$ cat config.mk
export PLATFORM = sky130hd
export DESIGN_NAME = x_window_buffer_flat
export DESIGN_NICKNAME = d
export VERILOG_FILES = /design/src/rtl/x_window_buffer_pkg.sv /design/src/rtl/x_window_buffer_if.sv /design/src/rtl/x_window_buffer_shreg.sv /design/src/rtl/x_window_buffer.sv /design/src/flat_wrapper.sv
export SDC_FILE = /design/constraint.sdc
export NUM_CORES = 1
export LEC_CHECK = 0
export CAP_MARGIN = 5
export CELL_PAD_IN_SITES_DETAIL_PLACEMENT = 0
export CELL_PAD_IN_SITES_GLOBAL_PLACEMENT = 1
export CORE_MARGIN = 1
export CORE_UTILIZATION = 39
export CTS_BUF_LIST = sky130_fd_sc_hd__clkbuf_16
export CTS_CLUSTER_SIZE = 28
export DETAILED_ROUTE_END_ITERATION = 10
export HOLD_SLACK_MARGIN = 0.1
export PLACE_DENSITY_LB_ADDON = 0.25
export SLEW_MARGIN = 20
export SYNTH_ARGS = -nofsm -noshare
export SYNTH_HDL_FRONTEND = slang
export SYNTH_SLANG_ARGS = --single-unit
$ cat constraint.sdc
create_clock -name clk -period 4.3 [get_ports clk]
set_clock_uncertainty 0.15 [all_clocks]
set_input_delay 0.43 -clock clk [delete_from_list [all_inputs] [get_ports clk]]
set_output_delay 0.43 -clock clk [all_outputs]
set_load 0.03 [all_outputs]
$ cat src/rtl/x_window_buffer_pkg.sv
// Shared types and width helpers for the multi-lane X-operand window buffer.
package x_buf_pkg;

  typedef enum logic [0:0] {
    ST_LOAD = 1'b0,
    ST_FULL = 1'b1
  } buf_state_e;

  // Element counter must hold LANES*DEPTH itself (saturation value).
  function automatic int CNT_W(input int lanes, input int depth);
    return $clog2(lanes * depth + 1);
  endfunction

  // Lane pointer; a single lane still needs one bit of storage.
  function automatic int PTR_W(input int lanes);
    return (lanes > 1) ? $clog2(lanes) : 1;
  endfunction

  // Rotation counter, counts 0..DEPTH-1.
  function automatic int ROT_W(input int depth);
    return (depth > 1) ? $clog2(depth) : 1;
  endfunction

endpackage

$ cat src/rtl/x_window_buffer_if.sv
// Input stream handshake between the upstream source and the window buffer.
interface x_window_buffer_if #(
  parameter int DATA_W = 8
) ();
  logic              load_en;
  logic              in_valid;
  logic [DATA_W-1:0] in_data;
  logic              in_ready;

  modport master (
    output load_en,
    output in_valid,
    output in_data,
    input  in_ready
  );

  modport slave (
    input  load_en,
    input  in_valid,
    input  in_data,
    output in_ready
  );
endinterface

$ cat src/rtl/x_window_buffer_shreg.sv
// One lane of the window: serial load shifts new data into the LSBs,
// rotation moves the oldest element (MSBs) back around to the LSBs.
module x_lane_shreg #(
  parameter int DATA_W = 8,
  parameter int DEPTH  = 8
) (
  input  logic                    clk,
  input  logic                    rst,
  input  logic                    clr,
  input  logic                    load,
  input  logic                    rot,
  input  logic [DATA_W-1:0]       in_data,
  output logic [DEPTH*DATA_W-1:0] lane
);
  localparam int LW = DEPTH * DATA_W;

  logic [LW-1:0] lane_q;
  logic [LW-1:0] lane_d;

  // Clear beats rotate beats load; rotate and load never coincide since
  // the top level only issues each in its own state.
  always_comb begin
    lane_d = lane_q;
    if (clr) begin
      lane_d = '0;
    end else if (rot) begin
      lane_d = {lane_q[LW-DATA_W-1:0], lane_q[LW-1 -: DATA_W]};
    end else if (load) begin
      lane_d = {lane_q[LW-DATA_W-1:0], in_data};
    end
  end

  // Lane storage register.
  always_ff @(posedge clk) begin
    if (rst) begin
      lane_q <= '0;
    end else begin
      lane_q <= lane_d;
    end
  end

  assign lane = lane_q;

endmodule

$ cat src/rtl/x_window_buffer.sv
// Multi-lane X-operand window buffer: round-robin byte-serial fill into
// LANES shift-register lanes, then in-place circular rotation on request.
module x_window_buffer
  import x_buf_pkg::*;
#(
  parameter int DATA_W = 8,
  parameter int LANES  = 4,
  parameter int DEPTH  = 8
) (
  input  logic                          clk,
  input  logic                          rst,
  x_window_buffer_if.slave              s_if,
  input  logic                          shift,
  input  logic                          clear,
  output logic [LANES*DEPTH*DATA_W-1:0] x_lanes,
  output logic                          full,
  output logic                          load_done,
  output logic [ROT_W(DEPTH)-1:0]       rot_count,
  output logic                          rot_wrap
);
  localparam int CW = CNT_W(LANES, DEPTH);
  localparam int PW = PTR_W(LANES);
  localparam int RW = ROT_W(DEPTH);
  localparam int LW = DEPTH * DATA_W;

  localparam logic [0:0] S_LOAD = ST_LOAD;
  localparam logic [0:0] S_FULL = ST_FULL;

  localparam logic [CW-1:0] CNT_LAST = CW'(LANES * DEPTH - 1);
  localparam logic [CW-1:0] CNT_SAT  = CW'(LANES * DEPTH);
  localparam logic [PW-1:0] PTR_LAST = PW'(LANES - 1);
  localparam logic [RW-1:0] ROT_LAST = RW'(DEPTH - 1);

  logic [0:0]    state_q, state_d;
  logic [CW-1:0] cnt_q, cnt_d;
  logic [PW-1:0] ptr_q, ptr_d;
  logic [RW-1:0] rot_q, rot_d;
  logic          load_done_q, load_done_d;
  logic          rot_wrap_q, rot_wrap_d;

  logic             in_ready;
  logic             accept;
  logic             do_rot;
  logic [LANES-1:0] lane_load;

  // Handshake decode: ready depends only on state and load_en, never on valid.
  always_comb begin
    in_ready = (state_q == S_LOAD) && s_if.load_en;
    accept   = s_if.in_valid && in_ready;
    do_rot   = (state_q == S_FULL) && shift && !clear;
  end

  assign s_if.in_ready = in_ready;

  // Route an accepted element to the lane under the pointer; a same-cycle
  // clear drops it.
  always_comb begin
    lane_load = '0;
    for (int k = 0; k < LANES; k++) begin
      lane_load[k] = accept && !clear && (ptr_q == PW'(k));
    end
  end

  // FSM, element counter, lane pointer and rotation counter next-state.
  always_comb begin
    state_d     = state_q;
    cnt_d       = cnt_q;
    ptr_d       = ptr_q;
    rot_d       = rot_q;
    load_done_d = 1'b0;
    rot_wrap_d  = 1'b0;
    if (clear) begin
      state_d = S_LOAD;
      cnt_d   = '0;
      ptr_d   = '0;
      rot_d   = '0;
    end else if (accept) begin
      cnt_d = (cnt_q == CNT_SAT) ? cnt_q : cnt_q + 1'b1;
      ptr_d = (ptr_q == PTR_LAST) ? '0 : ptr_q + 1'b1;
      if (cnt_q == CNT_LAST) begin
        state_d     = S_FULL;
        load_done_d = 1'b1;
      end
    end else if (do_rot) begin
      rot_d      = (rot_q == ROT_LAST) ? '0 : rot_q + 1'b1;
      rot_wrap_d = (rot_q == ROT_LAST);
    end
  end

  // Control registers.
  always_ff @(posedge clk) begin
    if (rst) begin
      state_q     <= S_LOAD;
      cnt_q       <= '0;
      ptr_q       <= '0;
      rot_q       <= '0;
      load_done_q <= 1'b0;
      rot_wrap_q  <= 1'b0;
    end else begin
      state_q     <= state_d;
      cnt_q       <= cnt_d;
      ptr_q       <= ptr_d;
      rot_q       <= rot_d;
      load_done_q <= load_done_d;
      rot_wrap_q  <= rot_wrap_d;
    end
  end

  for (genvar k = 0; k < LANES; k++) begin : g_lane
    x_lane_shreg #(
      .DATA_W (DATA_W),
      .DEPTH  (DEPTH)
    ) u_lane (
      .clk     (clk),
      .rst     (rst),
      .clr     (clear),
      .load    (lane_load[k]),
      .rot     (do_rot),
      .in_data (s_if.in_data),
      .lane    (x_lanes[k*LW +: LW])
    );
  end

  assign full      = (state_q == S_FULL);
  assign load_done = load_done_q;
  assign rot_count = rot_q;
  assign rot_wrap  = rot_wrap_q;

endmodule

$ cat src/flat_wrapper.sv
// flat-port wrapper written by rule: the top's interface ports become plain ports
module x_window_buffer_flat import x_buf_pkg::*;
#(
  parameter int DATA_W = 8,
  parameter int LANES  = 4,
  parameter int DEPTH  = 8
)
  (clk, rst, shift, clear, x_lanes, full, load_done, rot_count, rot_wrap, s_if_load_en, s_if_in_valid, s_if_in_data, s_if_in_ready);
  x_window_buffer_if #(.DATA_W(DATA_W)) s_if_i ();
  input  logic clk;
  input  logic rst;
  input  logic shift;
  input  logic clear;
  output logic [LANES*DEPTH*DATA_W-1:0] x_lanes;
  output logic full;
  output logic load_done;
  output logic [ROT_W(DEPTH)-1:0] rot_count;
  output logic rot_wrap;
  input wire logic [$bits(s_if_i.load_en)-1:0] s_if_load_en;
  input wire logic [$bits(s_if_i.in_valid)-1:0] s_if_in_valid;
  input wire logic [$bits(s_if_i.in_data)-1:0] s_if_in_data;
  output wire logic [$bits(s_if_i.in_ready)-1:0] s_if_in_ready;
  assign s_if_i.load_en = s_if_load_en;
  assign s_if_i.in_valid = s_if_in_valid;
  assign s_if_i.in_data = s_if_in_data;
  assign s_if_in_ready = s_if_i.in_ready;
  x_window_buffer #(.DATA_W(DATA_W), .LANES(LANES), .DEPTH(DEPTH)) u_core (.clk(clk), .rst(rst), .s_if(s_if_i), .shift(shift), .clear(clear), .x_lanes(x_lanes), .full(full), .load_done(load_done), .rot_count(rot_count), .rot_wrap(rot_wrap));
endmodule
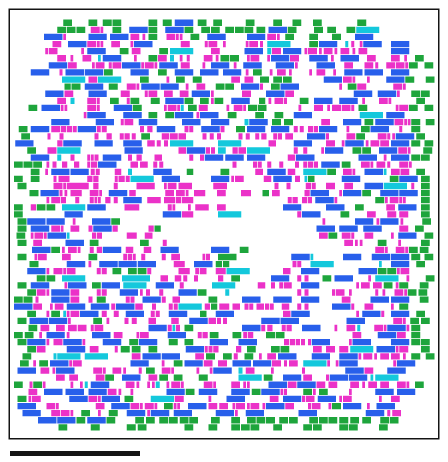
run_1/class_map.png
The bar under the picture is 50 um long.
Key: green = remaining buffers and delay cells [cells 287]; cyan = clock drivers and dummy loads [cells 54]; magenta = remaining logic cells [cells 657]; blue = registers [cells 270]

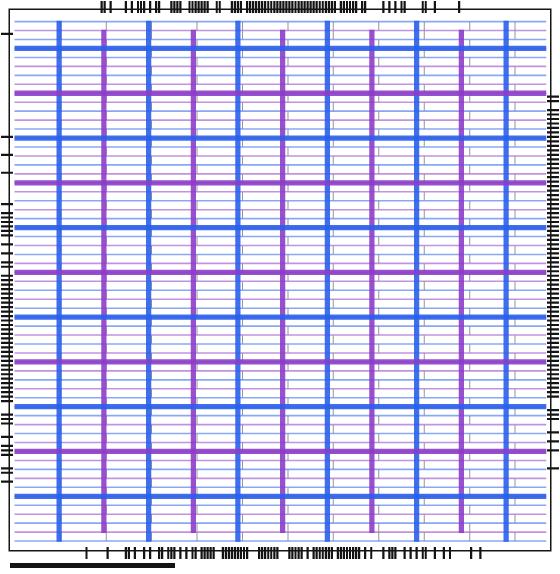
run_1/floorplan.png
The bar under the picture is 50 um long. Pins as bars on the die edge. Tap cells in gray.
Key: purple = VDD; blue = VSS
11 straps on met4. 330 tap cells. 11 straps on met5.

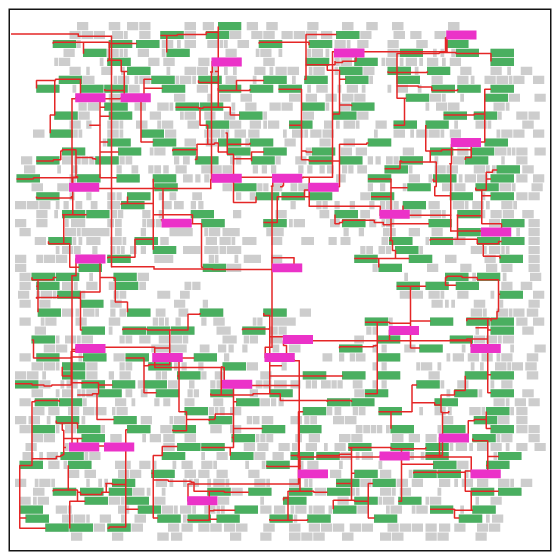
run_1/clock_wires.png
Key: green = flip-flops [count 270]; magenta = clock-net drivers [count 29]; red = clock wires [length 3380 um]
Position of the flops: spread over the die. There are 30 routed clock nets.

==> out/summary.txt, run 1 <==
Dpl cell area -> 13000 um^2
Cell family with most CP delay -> buffers and inverters
Clk buf depth -> 3
Sum Neg Setup Slack -> 0 ns
Final instance area -> 13900 um^2
Data buffer area share -> 0.206
Status -> finished, final reports clean
Cell Type Count -> 34
Top Consumer -> registers
Reg2reg end -> u_core.g_lane[2].u_lane.lane[29]
CTS tree -> built
Share of layout cells above drive strength 1 -> 0.0552
Dominant comb cell -> multiplexers
IO Count -> 277
Hold Buf Count CTS -> 0
Fin crit share -> 0.703
Leading cell kind -> sequential cells
Clock buffer cells -> 29
Final worst-path setup slack -> 1.28 ns
Crit path largest cell delay -> 0.72 ns
WS Path Type -> flop to flop
Ao+oa area frac -> 0.0683
# H-tree levels -> 1
FMAX -> 331 MHz
Worst hold path depth -> 2
Worst setup path endpoint -> u_core.g_lane[2].u_lane.lane[29]
Clk pwr share -> 0.462
Switching Share -> 0.224
Simple-gate share of the synthesized area -> 0.152
Vias -> 8164
Min-delay worst type -> flop to flop
Post-Synthesis Net Count -> 1029
run_1/layers.png
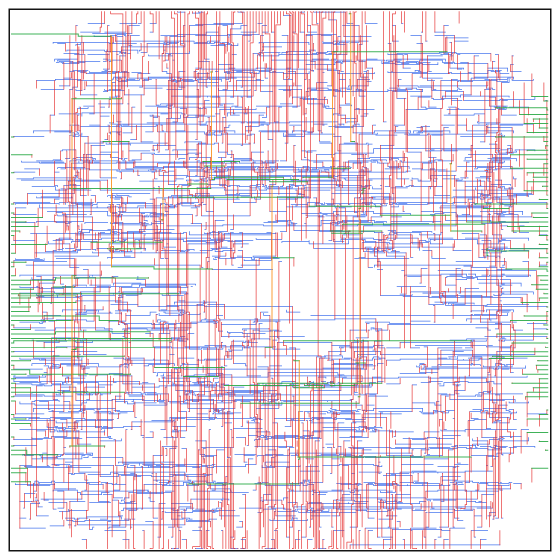

==> run 2: changes to the inputs <==
CORE_UTILIZATION = 37   (was 39)
clock period = 3.2 ns   (was 4.3 ns; I/O delays follow)
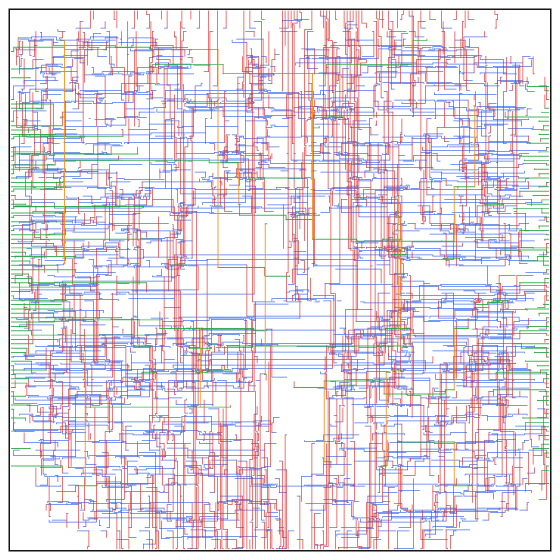
run_2/layers.png
Key: orange = M4 [wire length 547 um]; green = M3 [wire length 1940 um]; red = M2 [wire length 12500 um]; blue = M1 [wire length 13700 um]
Vias: 8233
total track usage: 0.198
Final Routed Wirelength: 28.7 mm
wire length per cell: 17.8 um

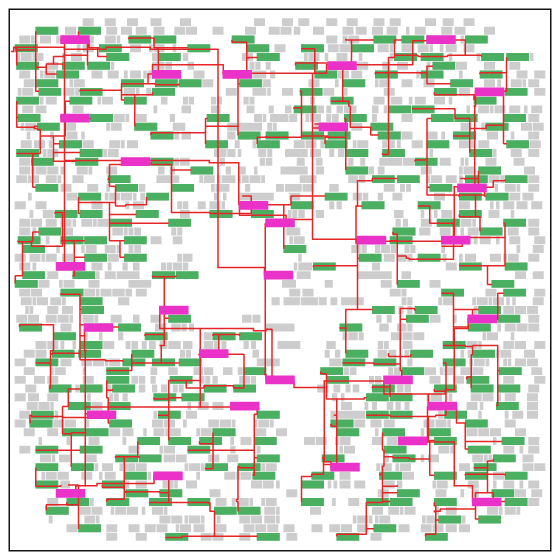
run_2/clock_wires.png
clk ins delay skew pair: 0.54 ns
Clk. pwr: 3440 uW
Clk pwr share: 0.491

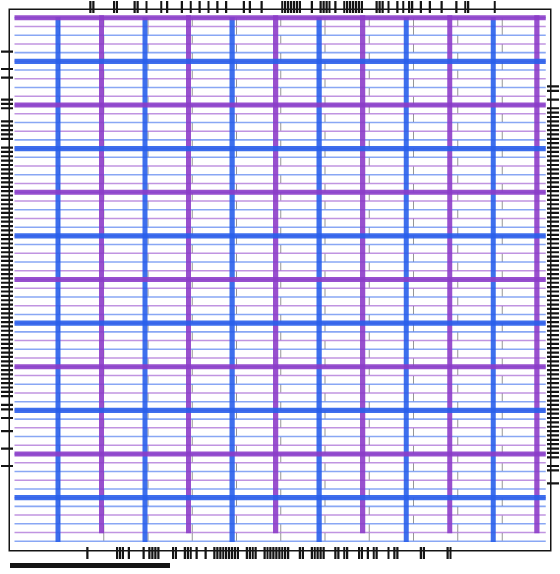
run_2/floorplan.png
The bar under the picture is 50 um long. Pins as bars on the die edge. Tap cells in gray.
Worst VDD drop: 298 uV
floorplan core area: 27000 um^2
width of the chip: 168 um

==> run 2 against run 1 <==
Compared with the run above: non-clock buffer count is 9 higher; synthesized cell count unchanged; power grew 42%; global-route usage shrank 1.1 points; final area rose by 2.1%; combinational power rose by 42%; worst setup slack got worse by 0.49 ns; cell count grew 1.3%; register-to-register slack lost 0.18 ns; critical path depth is 4 lower; area after synthesis unchanged.
==> out/summary.txt, run 2 <==
Status -> finished, final reports clean
Starting DRT DRC Count -> 521
Hold Buf Count CTS -> 0
Sum Neg Setup Slack -> 0 ns
Crit path largest cell delay -> 0.77 ns
Min-delay worst type -> flop to flop
Core Util, Final -> 0.525
Fin crit period -> 2.41 ns
Adder Area Share -> 0.00978
Via/cell ratio -> 5.09
Dominant comb cell -> multiplexers
Dpl cell area -> 13200 um^2
Fin crit share -> 0.754
Clk cell area share -> 0.0699
CP Data Required Time -> 2.73 ns
Leading cell kind -> sequential cells
CTS buffer count -> 30
Cell family with most CP delay -> buffers and inverters
Post-Synthesis Net Count -> 1029
Worst setup path endpoint -> full
Switching Share -> 0.216
Reg2reg end -> u_core.g_lane[0].u_lane.lane[4]
Final instance area -> 14200 um^2
FP Util -> 0.379
Data buffer area share -> 0.212
CTS tree -> built
Top Consumer -> clock
Clock buffer cells -> 31
Post-place setup slack -> 0.684 ns
Final worst-path setup slack -> 0.786 ns
Sequential cell area share -> 0.381
Critical Path AT -> 1.94 ns
Clk buf depth -> 3
Number of antenna violations at the first check in global routing -> 0
Die area -> 28300 um^2
FMAX -> 414 MHz
Max Slew Vio Count -> 0
# H-tree levels -> 1
CTS Root Cell -> clkbuf_16
Ao+oa area frac -> 0.0683
Simple-gate share of the synthesized area -> 0.152
Power figures rest on the tool's default switching activity, not on a simulated workload.
